File: config.mk
export PLATFORM = sky130hd
export DESIGN_NAME = branch_resolve_unit
export DESIGN_NICKNAME = d
export VERILOG_FILES = /design/src/rtl/branch_pkg.sv /design/src/rtl/branch_bht.sv /design/src/rtl/branch_resolve_unit.sv
export SDC_FILE = /design/constraint.sdc
export NUM_CORES = 1
export LEC_CHECK = 0
export CAP_MARGIN = 0
export CORE_MARGIN = 2
export CORE_UTILIZATION = 42
export CTS_CLUSTER_DIAMETER = 120
export DETAILED_ROUTE_END_ITERATION = 12
export PLACE_DENSITY_LB_ADDON = 0.15
export SETUP_SLACK_MARGIN = 0.05
export SLEW_MARGIN = 10
export SYNTH_ARGS = -nofsm -noshare
export SYNTH_HDL_FRONTEND = slang
export SYNTH_SLANG_ARGS = --single-unit
File: constraint.sdc
create_clock -name clk -period 6.5 [get_ports clk]
set_clock_uncertainty 0.2 [all_clocks]
set_input_delay 1.3 -clock clk [delete_from_list [all_inputs] [get_ports clk]]
set_output_delay 1.3 -clock clk [all_outputs]
set_load 0.01 [all_outputs]
File: src/rtl/branch_pkg.sv
// Shared definitions for the branch resolve unit: condition-mode encodings
// and 2-bit saturating counter states.
package branch_pkg;

  typedef enum logic [2:0] {
    BR_NONE = 3'b000,
    BR_BEQ  = 3'b001,
    BR_BNE  = 3'b010,
    BR_BLTZ = 3'b011,
    BR_BGEZ = 3'b100,
    BR_BGTZ = 3'b101,
    BR_BLEZ = 3'b110,
    BR_RSVD = 3'b111
  } br_op_e;

  localparam logic [1:0] CNT_SNT = 2'b00;
  localparam logic [1:0] CNT_WNT = 2'b01;
  localparam logic [1:0] CNT_WT  = 2'b10;
  localparam logic [1:0] CNT_ST  = 2'b11;

  // Saturating step of a 2-bit direction counter.
  function automatic logic [1:0] cnt_step(input logic [1:0] cnt, input logic taken);
    logic [1:0] res;
    res = cnt;
    if (taken && cnt != CNT_ST) begin
      res = cnt + 2'd1;
    end else if (!taken && cnt != CNT_SNT) begin
      res = cnt - 2'd1;
    end
    return res;
  endfunction

endpackage

File: src/rtl/branch_bht.sv
// Branch history table of 2-bit saturating counters: one combinational read
// port, one synchronous update port, every entry reset to CNT_INIT.
import branch_pkg::*;

module branch_bht #(
  parameter int         BHT_DEPTH = 16,
  parameter logic [1:0] CNT_INIT  = CNT_WNT,
  localparam int        IDX_W     = $clog2(BHT_DEPTH)
) (
  input  logic             clk,
  input  logic             rst,
  input  logic [IDX_W-1:0] rd_idx,
  output logic [1:0]       rd_cnt,
  input  logic             upd_en,
  input  logic [IDX_W-1:0] upd_idx,
  input  logic             upd_taken
);

  logic [1:0] cnt_all [BHT_DEPTH];

  genvar gi;
  generate
    for (gi = 0; gi < BHT_DEPTH; gi++) begin : g_cnt
      logic [1:0] cnt_q;
      logic [1:0] cnt_d;

      always_comb begin
        cnt_d = cnt_q;
        if (upd_en && upd_idx == IDX_W'(gi)) begin
          cnt_d = cnt_step(cnt_q, upd_taken);
        end
      end

      always_ff @(posedge clk) begin
        if (rst) begin
          cnt_q <= CNT_INIT;
        end else begin
          cnt_q <= cnt_d;
        end
      end

      assign cnt_all[gi] = cnt_q;
    end
  endgenerate

  // Reads see the pre-update value when the same entry is written this cycle.
  assign rd_cnt = cnt_all[rd_idx];

endmodule

File: src/rtl/branch_resolve_unit.sv
// EX-stage branch resolution with BHT and registered redirect/flush to fetch.
// Optional saturating statistics counters when BRANCH_STATS_EN is defined.
import branch_pkg::*;

module branch_resolve_unit #(
  parameter int         ADDR_W    = 32,
  parameter int         DATA_W    = 32,
  parameter int         BHT_DEPTH = 16,
  parameter logic [1:0] CNT_INIT  = 2'b01
) (
  input  logic              clk,
  input  logic              rst,
  input  logic [ADDR_W-1:0] lookup_pc,
  output logic              pred_taken,
  input  logic              br_valid,
  input  logic [2:0]        br_op,
  input  logic [ADDR_W-1:0] br_pc,
  input  logic [DATA_W-1:0] br_rs_val,
  input  logic [DATA_W-1:0] br_rt_val,
  input  logic [15:0]       br_imm,
  input  logic              br_pred_taken,
  output logic              redirect_valid,
  output logic [ADDR_W-1:0] redirect_pc,
  output logic              flush,
  output logic              taken_q
`ifdef BRANCH_STATS_EN
  ,
  output logic [31:0]       stat_branches,
  output logic [31:0]       stat_mispredicts
`endif
);

  localparam int IDX_W = $clog2(BHT_DEPTH);

  logic              redirect_valid_q, redirect_valid_d;
  logic [ADDR_W-1:0] redirect_pc_q, redirect_pc_d;
  logic              taken_d;
  logic              taken;
  logic              op_valid;
  logic              accept;
  logic              mispredict;
  logic              rs_neg;
  logic              rs_zero;
  logic [ADDR_W-1:0] imm_ext;
  logic [ADDR_W-1:0] fall_pc;
  logic [ADDR_W-1:0] target_pc;
  logic [1:0]        lookup_cnt;

  assign rs_neg  = br_rs_val[DATA_W-1];
  assign rs_zero = (br_rs_val == '0);

  always_comb begin
    taken = 1'b0;
    case (br_op_e'(br_op))
      BR_BEQ:  taken = (br_rs_val == br_rt_val);
      BR_BNE:  taken = (br_rs_val != br_rt_val);
      BR_BLTZ: taken = rs_neg;
      BR_BGEZ: taken = !rs_neg;
      BR_BGTZ: taken = !rs_neg && !rs_zero;
      BR_BLEZ: taken = rs_neg || rs_zero;
      default: taken = 1'b0;
    endcase
  end

  assign op_valid = (br_op != BR_NONE) && (br_op != BR_RSVD);
  // While a redirect is out, the EX instruction is wrong-path and is ignored.
  assign accept     = br_valid && op_valid && !redirect_valid_q;
  assign mispredict = accept && (taken != br_pred_taken);

  assign imm_ext   = {{(ADDR_W-16){br_imm[15]}}, br_imm};
  assign fall_pc   = br_pc + ADDR_W'(4);
  assign target_pc = fall_pc + (imm_ext << 2);

  always_comb begin
    redirect_valid_d = mispredict;
    redirect_pc_d    = redirect_pc_q;
    taken_d          = taken_q;
    if (accept) begin
      redirect_pc_d = taken ? target_pc : fall_pc;
      taken_d       = taken;
    end
  end

  always_ff @(posedge clk) begin
    if (rst) begin
      redirect_valid_q <= 1'b0;
      redirect_pc_q    <= '0;
      taken_q          <= 1'b0;
    end else begin
      redirect_valid_q <= redirect_valid_d;
      redirect_pc_q    <= redirect_pc_d;
      taken_q          <= taken_d;
    end
  end

  assign redirect_valid = redirect_valid_q;
  assign flush          = redirect_valid_q;
  assign redirect_pc    = redirect_pc_q;

  branch_bht #(
    .BHT_DEPTH (BHT_DEPTH),
    .CNT_INIT  (CNT_INIT)
  ) u_bht (
    .clk       (clk),
    .rst       (rst),
    .rd_idx    (lookup_pc[IDX_W+1:2]),
    .rd_cnt    (lookup_cnt),
    .upd_en    (accept),
    .upd_idx   (br_pc[IDX_W+1:2]),
    .upd_taken (taken)
  );

  assign pred_taken = lookup_cnt[1];

  logic pc_bits_unused;
  assign pc_bits_unused = ^{lookup_pc[ADDR_W-1:IDX_W+2], lookup_pc[1:0], lookup_cnt[0]};

`ifdef BRANCH_STATS_EN
  logic [31:0] stat_branches_q, stat_branches_d;
  logic [31:0] stat_mispredicts_q, stat_mispredicts_d;

  always_comb begin
    stat_branches_d    = stat_branches_q;
    stat_mispredicts_d = stat_mispredicts_q;
    if (accept && stat_branches_q != 32'hFFFF_FFFF) begin
      stat_branches_d = stat_branches_q + 32'd1;
    end
    if (mispredict && stat_mispredicts_q != 32'hFFFF_FFFF) begin
      stat_mispredicts_d = stat_mispredicts_q + 32'd1;
    end
  end

  always_ff @(posedge clk) begin
    if (rst) begin
      stat_branches_q    <= '0;
      stat_mispredicts_q <= '0;
    end else begin
      stat_branches_q    <= stat_branches_d;
      stat_mispredicts_q <= stat_mispredicts_d;
    end
  end

  assign stat_branches    = stat_branches_q;
  assign stat_mispredicts = stat_mispredicts_q;
`endif

endmodule

==> summary.txt, run 1 <==
Outcome = finished clean
Syn nets = 959
Number of setup buffers added after CTS = 0
Worst Hold Depth = 2
Yosys top cell by instances = nor2_1
Reg power frac = 32.1%
Clk root buf = clkbuf_16
Cell taking the most area after synthesis = dfxtp_1
Hold Path Sink = redirect_pc[0]$_SDFFE_PP0P_
Post-layout net count = 1097
Cell Type Count = 61
Static Leak = 0.00292 uW
GP Congestion = 0.887
Clock-pin slew of the registers on the worst-case setup and hold paths = 0.06 ns
Max Cap Viol = 0
Startpoint types = input pin
Net Switching = 498 uW
CTS tree = yes
Max clock buf depth = 2
Worst r2r src = flush$_SDFF_PP0_
Hold Crit Start = redirect_pc[0]$_SDFFE_PP0P_
Final min period = 5.59 ns
Slew @ Worst Pin = 1.09 ns
Post-DR vias/cell = 5.84
Ant. Diodes = 0
Post-synth EDFFs = 0
Worst R2R End = u_bht.g_cnt[4].cnt_q[0]$_SDFFE_PP1P_
Post-synth top cells = nor2_1 (92), xnor2_1 (69), dfxtp_1 (66), a21oi_1 (56), nand2_1 (53)
Final wirelength = 18800 um
Non-Filler Instances = 1091
Hold slack = 0.256 ns
Top_reg_cell synth = dfxtp_1
Setup ws final = 0.909 ns
FP Rows = 43
Yosys cell count = 768
Required @ worst endpoint = 6.55 ns
Clock Sinks = 66
Final worst-path cycle share = 86.0%
Worst setup path startpoint = br_pc[4]
Cells after Synth = 768
Flop2flop setup slack = 3.85 ns
Initial Utilization = 42.8%
Post_cts resized = 0
Seq/Total Area, Yosys = 22.4%
P&R area growth vs syn = 33.1%
Dpl hpwl = 14000 um
Chip area = 15000 um2
Syn Area/Cell = 7.68 um2
Crit path arrival time = 5.64 ns
Setup CP Type = input pin to flip-flop
Peak supply drop = 132 uV
Port bufs = 158
Yosys synthesis chip area = 5900 um2
Setup TNS = 0 ns
Vias = 6366
Synth async-reset ratio = 0%
Slew Viols, Final = 0
Worst-skew pair later-pin latency = 0.35 ns
Combinational group share of total power = 36.0%
Switching Share = 34.2%
Worst Setup End Kind = flip-flop
Tot Pwr = 1450 uW
Biggest area cells = dfxtp_1 (22%), xnor2_1 (10%), ha_1 (8.3%)
DRC Markers = 0
Util after Layout = 57.0%
First-pass iteration count of the detailed router = 5
Final count of negative-setup-slack endpoints = 0
Post-place setup slack = 0.578 ns
Internal power = 957 uW
Min-Delay Path Class = flip-flop to flip-flop
Worst-path maximum fanout = 7
Global route overflow = 0
Cts bufs inserted = 9
# hold bufs at CTS = 0
Placed cell count = 1075
H-tree depth = 3
Clock share of power = 31.9%
Reg2reg path depth = 7
RSZ-0062 raised after global routing = no
Post-synth top area share = 22.4%
Fmax = 179 MHz
Area of the mapped netlist = 5900 um2
DIE HEIGHT = 123 um
Initial antenna violation count = 0
Fraction of layout cells with a size suffix above 1 = 4.17%
Power Clock = 464 uW
Largest net degree at the start of global routing = 82
Combinational power = 524 uW
Core Area = 13800 um2
Post-DR wirelength/cell = 17.2 um
Max power group = combinational cells
Power Density = 185 nW/um2
Fin area = 7850 um2
DP Area = 7580 um2
Tool warnings = 63
P_seq = 466 uW
Die Width = 123 um
GRT Util Overall = 24.8%
Number of global-route vias before repair = 6088
-- run 1: registers in the layout, indices dropped and copies added, names as in the netlist --
name               count
u_bht.g_cnt.cnt_q     32
redirect_pc           32
taken_q                1
flush                  1
-- run 1: critical path: stages --
cell and delay (ns):
clkdlybuf4s50_1 0.65, and4_1 0.30, nand4_1 0.41, nor3_1 0.27, buf_4 0.18, and4_1 0.21
xor2_1 0.29, ha_1 0.33, a21o_1 0.20, a21oi_1 0.18, nor3b_1 0.25, o211ai_1 0.22
a32oi_1 0.32, mux2i_1 0.22, nor2_1 0.05, nor4_1 0.24
-- run 1: area by class of cell --
class                   instances  area, um2
clock buffers                  10        229
clock inverters                 6       42.5
fillers                      1348       5920
inverters                      15       56.3
multi-input cells             650       4340
flip-flops and latches         66       1320
well taps                     180        225
repair buffers                164       1630
-- run 1: routing by layer --
metal / GRT usage [%] / part of all wire, %
met1: 30.5 / 43
met2: 44.0 / 50
met3: 4.04 / 5.4
met4: 8.19 / 1.8
met5: 0 / 0
-- run 1: placed cells by master, fill, tap and decap left out, types with 6 or more instances in the layout --
cell type,n
o21bai_1,6
xnor2_1,69
a211o_1,16
nand2b_1,6
nor2_1,92
nand4_1,28
a21o_1,31
and4_1,6
clkdlybuf4s50_1,157
dfxtp_1,66
xor2_1,16
nor3_1,23
clkbuf_16,9
o21ai_0,51
nor4_1,12
mux2i_1,13
a31oi_1,7
a21oi_1,56
nand3_1,33
ha_1,39
a211oi_1,19
nand2_1,53
inv_1,15
nor2b_1,6
and3_1,8
-- run 1: cell families after synthesis --
family	Yosys count	synth area share [%]
and+or+nand+nor	287	23.7
AOI/OAI and AO/OA	218	24.1
xor gates and xnor gates	85	12.6
DFF	66	22.4
buffers and inverters	52	4.09
adders and majority gates	40	8.61
muxes	20	4.50
**Run 1: metal 4**

Drawn at 3 px/um.
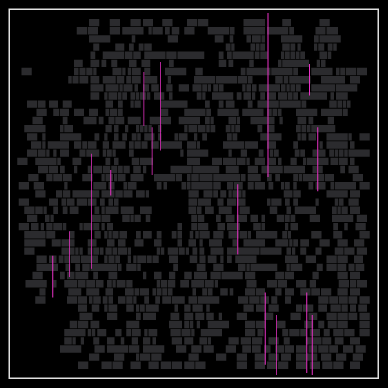
The layer carries 336 um of wire. The wires run mostly vertical. The longest straight run is 54.4 um. 12 nets have wire on it.

**Run 1: metal layers overlaid**

Drawn at 3 px/um.
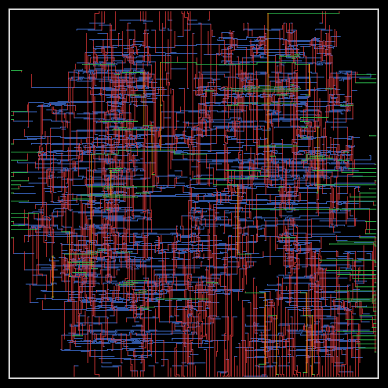
Key: metal 3 = green [wire length 1010 um]; metal 4 = orange [wire length 336 um]; metal 2 = red [wire length 9290 um]; metal 1 = blue [wire length 8120 um]

**Run 1: close-up of the layout**

Region (82, 21) to (102, 41) um. Cells in gray, sequential cells in the stronger gray; small squares are vias.
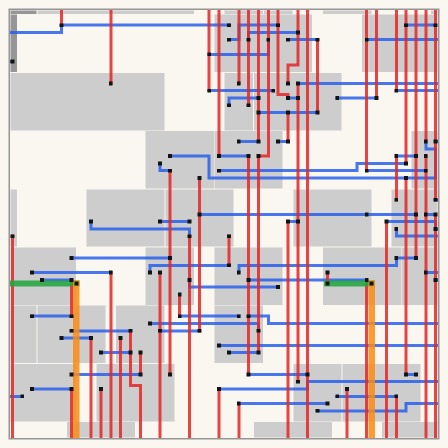
Key: metal 1 = blue; metal 2 = red; metal 4 = orange; metal 3 = green
24 logic cells have their middle in the window. Sequential cells in the window: 0. Most frequent: xnor2_1 (7), clkdlybuf4s50_1 (6).

==> run 2: changes to the inputs <==
--- a/config.mk
+++ b/config.mk
@@ -6,8 +6,10 @@
 export NUM_CORES = 1
 export LEC_CHECK = 0
 export CAP_MARGIN = 0
+export CELL_PAD_IN_SITES_DETAIL_PLACEMENT = 1
+export CELL_PAD_IN_SITES_GLOBAL_PLACEMENT = 2
 export CORE_MARGIN = 2
-export CORE_UTILIZATION = 42
+export CORE_UTILIZATION = 28
 export CTS_CLUSTER_DIAMETER = 120
 export DETAILED_ROUTE_END_ITERATION = 12
 export PLACE_DENSITY_LB_ADDON = 0.15
@@ -16,3 +18,4 @@
 export SYNTH_ARGS = -nofsm -noshare
 export SYNTH_HDL_FRONTEND = slang
 export SYNTH_SLANG_ARGS = --single-unit
+export TNS_END_PERCENT = 10
**Run 2: congestion heat map**

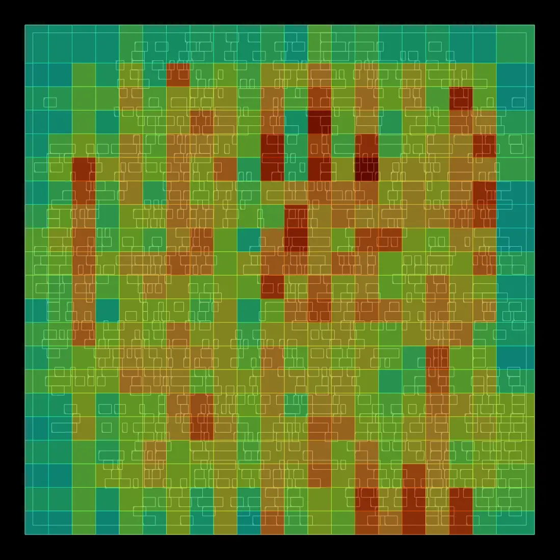
Util after Layout: 38.5%
met1 usage: 24.9%
GRT Util Overall: 20.4%
global route hottest layer: met2

**Run 2: metal 4**

Drawn at 2 px/um.
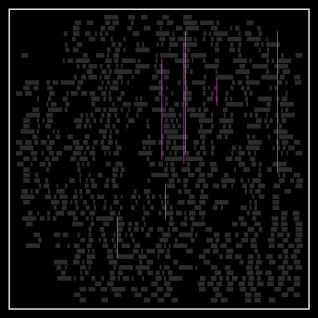
The layer holds 1.3% of the routed length. 4 nets have wire on it. The wires run mostly vertical.

==> run 2 against run 1 <==
Effect of this change: first-iteration DRC count fell by 28%; design area rose by 2.0%; area after synthesis did not move; worst setup slack got worse by 0.088 ns; synthesized cell count did not move; cell count rose by 8.9%; worst hold slack improved by 0.0036 ns; global-route usage fell by 4.5 points; maximum frequency fell by 1.5%; combinational power rose by 2%; clock power rose by 13%; die size rose by 48%; critical path type unchanged; critical endpoint unchanged; largest power group unchanged; highest routed layer unchanged.
==> summary.txt, run 2 <==
DRC Markers = 0
Syn Area/Cell = 7.68 um2
Slew Viols, Final = 0
Post-synth mux share = 4.50%
Worst r2r src = flush$_SDFF_PP0_
Hold slack = 0.259 ns
Chip area = 22200 um2
Post-layout net count = 1099
Post-DR wirelength/cell = 18.7 um
Top_reg_cell synth = dfxtp_1
CP max-delay cell = clkdlybuf4s50_1
Synth async-reset ratio = 0%
Worst Hold Depth = 2
RSZ-0062 raised after global routing = no
And+or+nand+nor area frac = 23.7%
Worst-path maximum fanout = 7
Fraction of layout cells with a size suffix above 1 = 4.49%
Final wirelength = 22300 um
Clock-pin slew of the registers on the worst-case setup and hold paths = 0.07 ns
Global route overflow = 0
Number of global-route vias before repair = 6789
Final count of negative-setup-slack endpoints = 0
Static Leak = 0.00294 uW
Ys flops = 66
Crit-path most repeated cell = and4_1
Global-route wire length before repair = 36000 um
Flop2flop setup slack = 3.72 ns
Largest net degree at the start of global routing = 82
Outcome = finished clean
Most frequent cells in the layout = clkdlybuf4s50_1 (157), nor2_1 (92), xnor2_1 (69), dfxtp_1 (66), a21oi_1 (56)
Syn nets = 959
I/O pins = 187
Max clock buf depth = 2
Final min period = 5.68 ns
Fillers = 2513
Cells after Synth = 768
Min-Delay Path Class = flip-flop to flip-flop
Post-DR vias/cell = 5.29
P&R area growth vs syn = 35.7%
YS warnings = 0
Comb area leader = AND-OR/OR-AND gates
Xor/xnor share = 12.6%
Area of the mapped netlist = 5900 um2
Most instantiated logic cell after routing = clkdlybuf4s50_1
Crit path arrival time = 5.73 ns
DIE HEIGHT = 149 um
FP Rows = 53
Reg2reg path depth = 6
Yosys cell count = 768
Cell taking the most area after synthesis = dfxtp_1
Final number of hold-violating endpoints = 0
Vias = 6283
Setup TNS = 0 ns
Core Area = 20800 um2
Adder Area Share = 8.61%
Fmax = 176 MHz
Yosys top cell by instances = nor2_1
Number of setup buffers added after CTS = 0
# hold bufs at CTS = 0
First-pass iteration count of the detailed router = 4
Hold Crit Start = redirect_pc[20]$_SDFFE_PP0P_
Worst path max stage delay = 0.60 ns
Post-synth top cells = nor2_1 (92), xnor2_1 (69), dfxtp_1 (66), a21oi_1 (56), nand2_1 (53)
Final worst-path cycle share = 87.4%
Clk root buf = clkbuf_16
Cell Type Count = 61
Max Cap Viol = 0
H-tree depth = 3
Post_cts resized = 0
Dpl hpwl = 17100 um
Worst-skew pair later-pin latency = 0.34 ns
Port bufs = 158
Clock Sinks = 66
Initial antenna violation count = 0
Synth Area in Compound Gates = 24.1%
Post-synth EDFFs = 0
Setup CP Type = input pin to flip-flop
Worst R2R End = u_bht.g_cnt[9].cnt_q[0]$_SDFFE_PP1P_
Hold Path Sink = redirect_pc[20]$_SDFFE_PP0P_
Cts bufs inserted = 9
GP Congestion = 0.823
Initial DRC Count = 297
Biggest area cells = dfxtp_1 (22%), xnor2_1 (10%), ha_1 (8.3%)
Startpoint types = input pin
Post-synth top area share = 22.4%
Die Width = 149 um
Top Family by Delay on Critical Path = simple AND/OR/NAND/NOR gates
Initial Utilization = 28.3%
Yosys synthesis chip area = 5900 um2
Worst path bufs/invs = 1
CTS tree = yes
Cell breakdown of the critical path = clkdlybuf4s50_1 -> and4_1 -> nand4_1 -> nor3_1 -> and4_1 -> xor2_1 -> ha_1 -> a21o_1 -> a21oi_1 -> nor3b_1 -> o211ai_1 -> a32oi_1 -> mux2i_1 -> nor2_1 -> nor4_1
Tool warnings = 63
Worst rel slew slack = 35.2%
Required @ worst endpoint = 6.55 ns
Power Density = 191 nW/um2
Seq/Total Area, Yosys = 22.4%
Peak supply drop = 113 uV
Remaining antenna violation count after routing = 0
Worst Setup End Kind = flip-flop
Ant. Diodes = 0
Slew @ Worst Pin = 0.972 ns
**Run 2: close-up of the layout**

Region (102, 27) to (122, 47) um. Cells in gray, sequential cells in the stronger gray; small squares are vias.
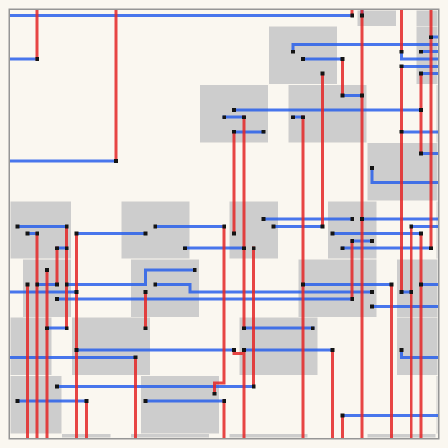
Key: metal 2 = red; metal 1 = blue
18 logic cells have their middle in the window. Sequential cells in the window: 0. Most frequent: clkdlybuf4s50_1 (8), xnor2_1 (7), nand4_1 (2).

-- run 2: cell counts after synthesis --
Identical to the previous run, type by type.
-- run 2: where the power goes --
part,switching (uW),internal [uW]
combinational,279,258
sequential,27.4,440
clock,222,301
total,528,998
-- run 2: how the worst max path moves through the flow --
stage | startpoint | endpoint | slack (ns) | depth (start not counted)
after floorplan | br_pc[2] | redirect_pc[31]$_SDFFE_PP0P_ | 1.79 | 16
after global placement | br_pc[4] | redirect_pc[30]$_SDFFE_PP0P_ | 0.61 | 15
after detailed placement | br_pc[4] | redirect_pc[31]$_SDFFE_PP0P_ | 0.47 | 15
after CTS | br_pc[4] | redirect_pc[30]$_SDFFE_PP0P_ | 0.81 | 15
after global routing | br_pc[4] | redirect_pc[31]$_SDFFE_PP0P_ | 0.37 | 15
final | br_pc[4] | redirect_pc[30]$_SDFFE_PP0P_ | 0.82 | 15
-- run 2: routing by layer --
layer | share of wire [%] | track usage (%) | vias to the layer above
met2 | 50 | 37.6 | 106
met5 | 0 | 0 | -
met1 | 45 | 24.9 | 3059
li1 | - | - | 3102
met3 | 3.3 | 2.69 | 16
met4 | 1.3 | 4.90 | 0
-- run 2: per-stage QoR --
step	std cells	util [%]	total power (uW)	area [um2]	setup WS, ns
CTS	1188	38.5	1540	8010	0.807
finish	1188	38.5	1530	8010	0.821
detailed placement	1172	37.0	1010	7700	0.473
global placement	1172	37.0	998	7700	0.613
global route	1188	38.5	1610	8010	0.373
floorplan	768	-	785	5900	1.79
-- run 2: area by class of cell --
type                       count  area, um2  area share [%]
clock inverter                 7       78.8           0.985
inverter                      15       56.3           0.703
timing repair buffer         166       1640            20.4
multi-input combinational    650       4340            54.3
sequential                    66       1320            16.5
tap                          275        344            4.30
clock buffer                   9        225            2.81
Power figures rest on the tool's default switching activity, not on a simulated workload.
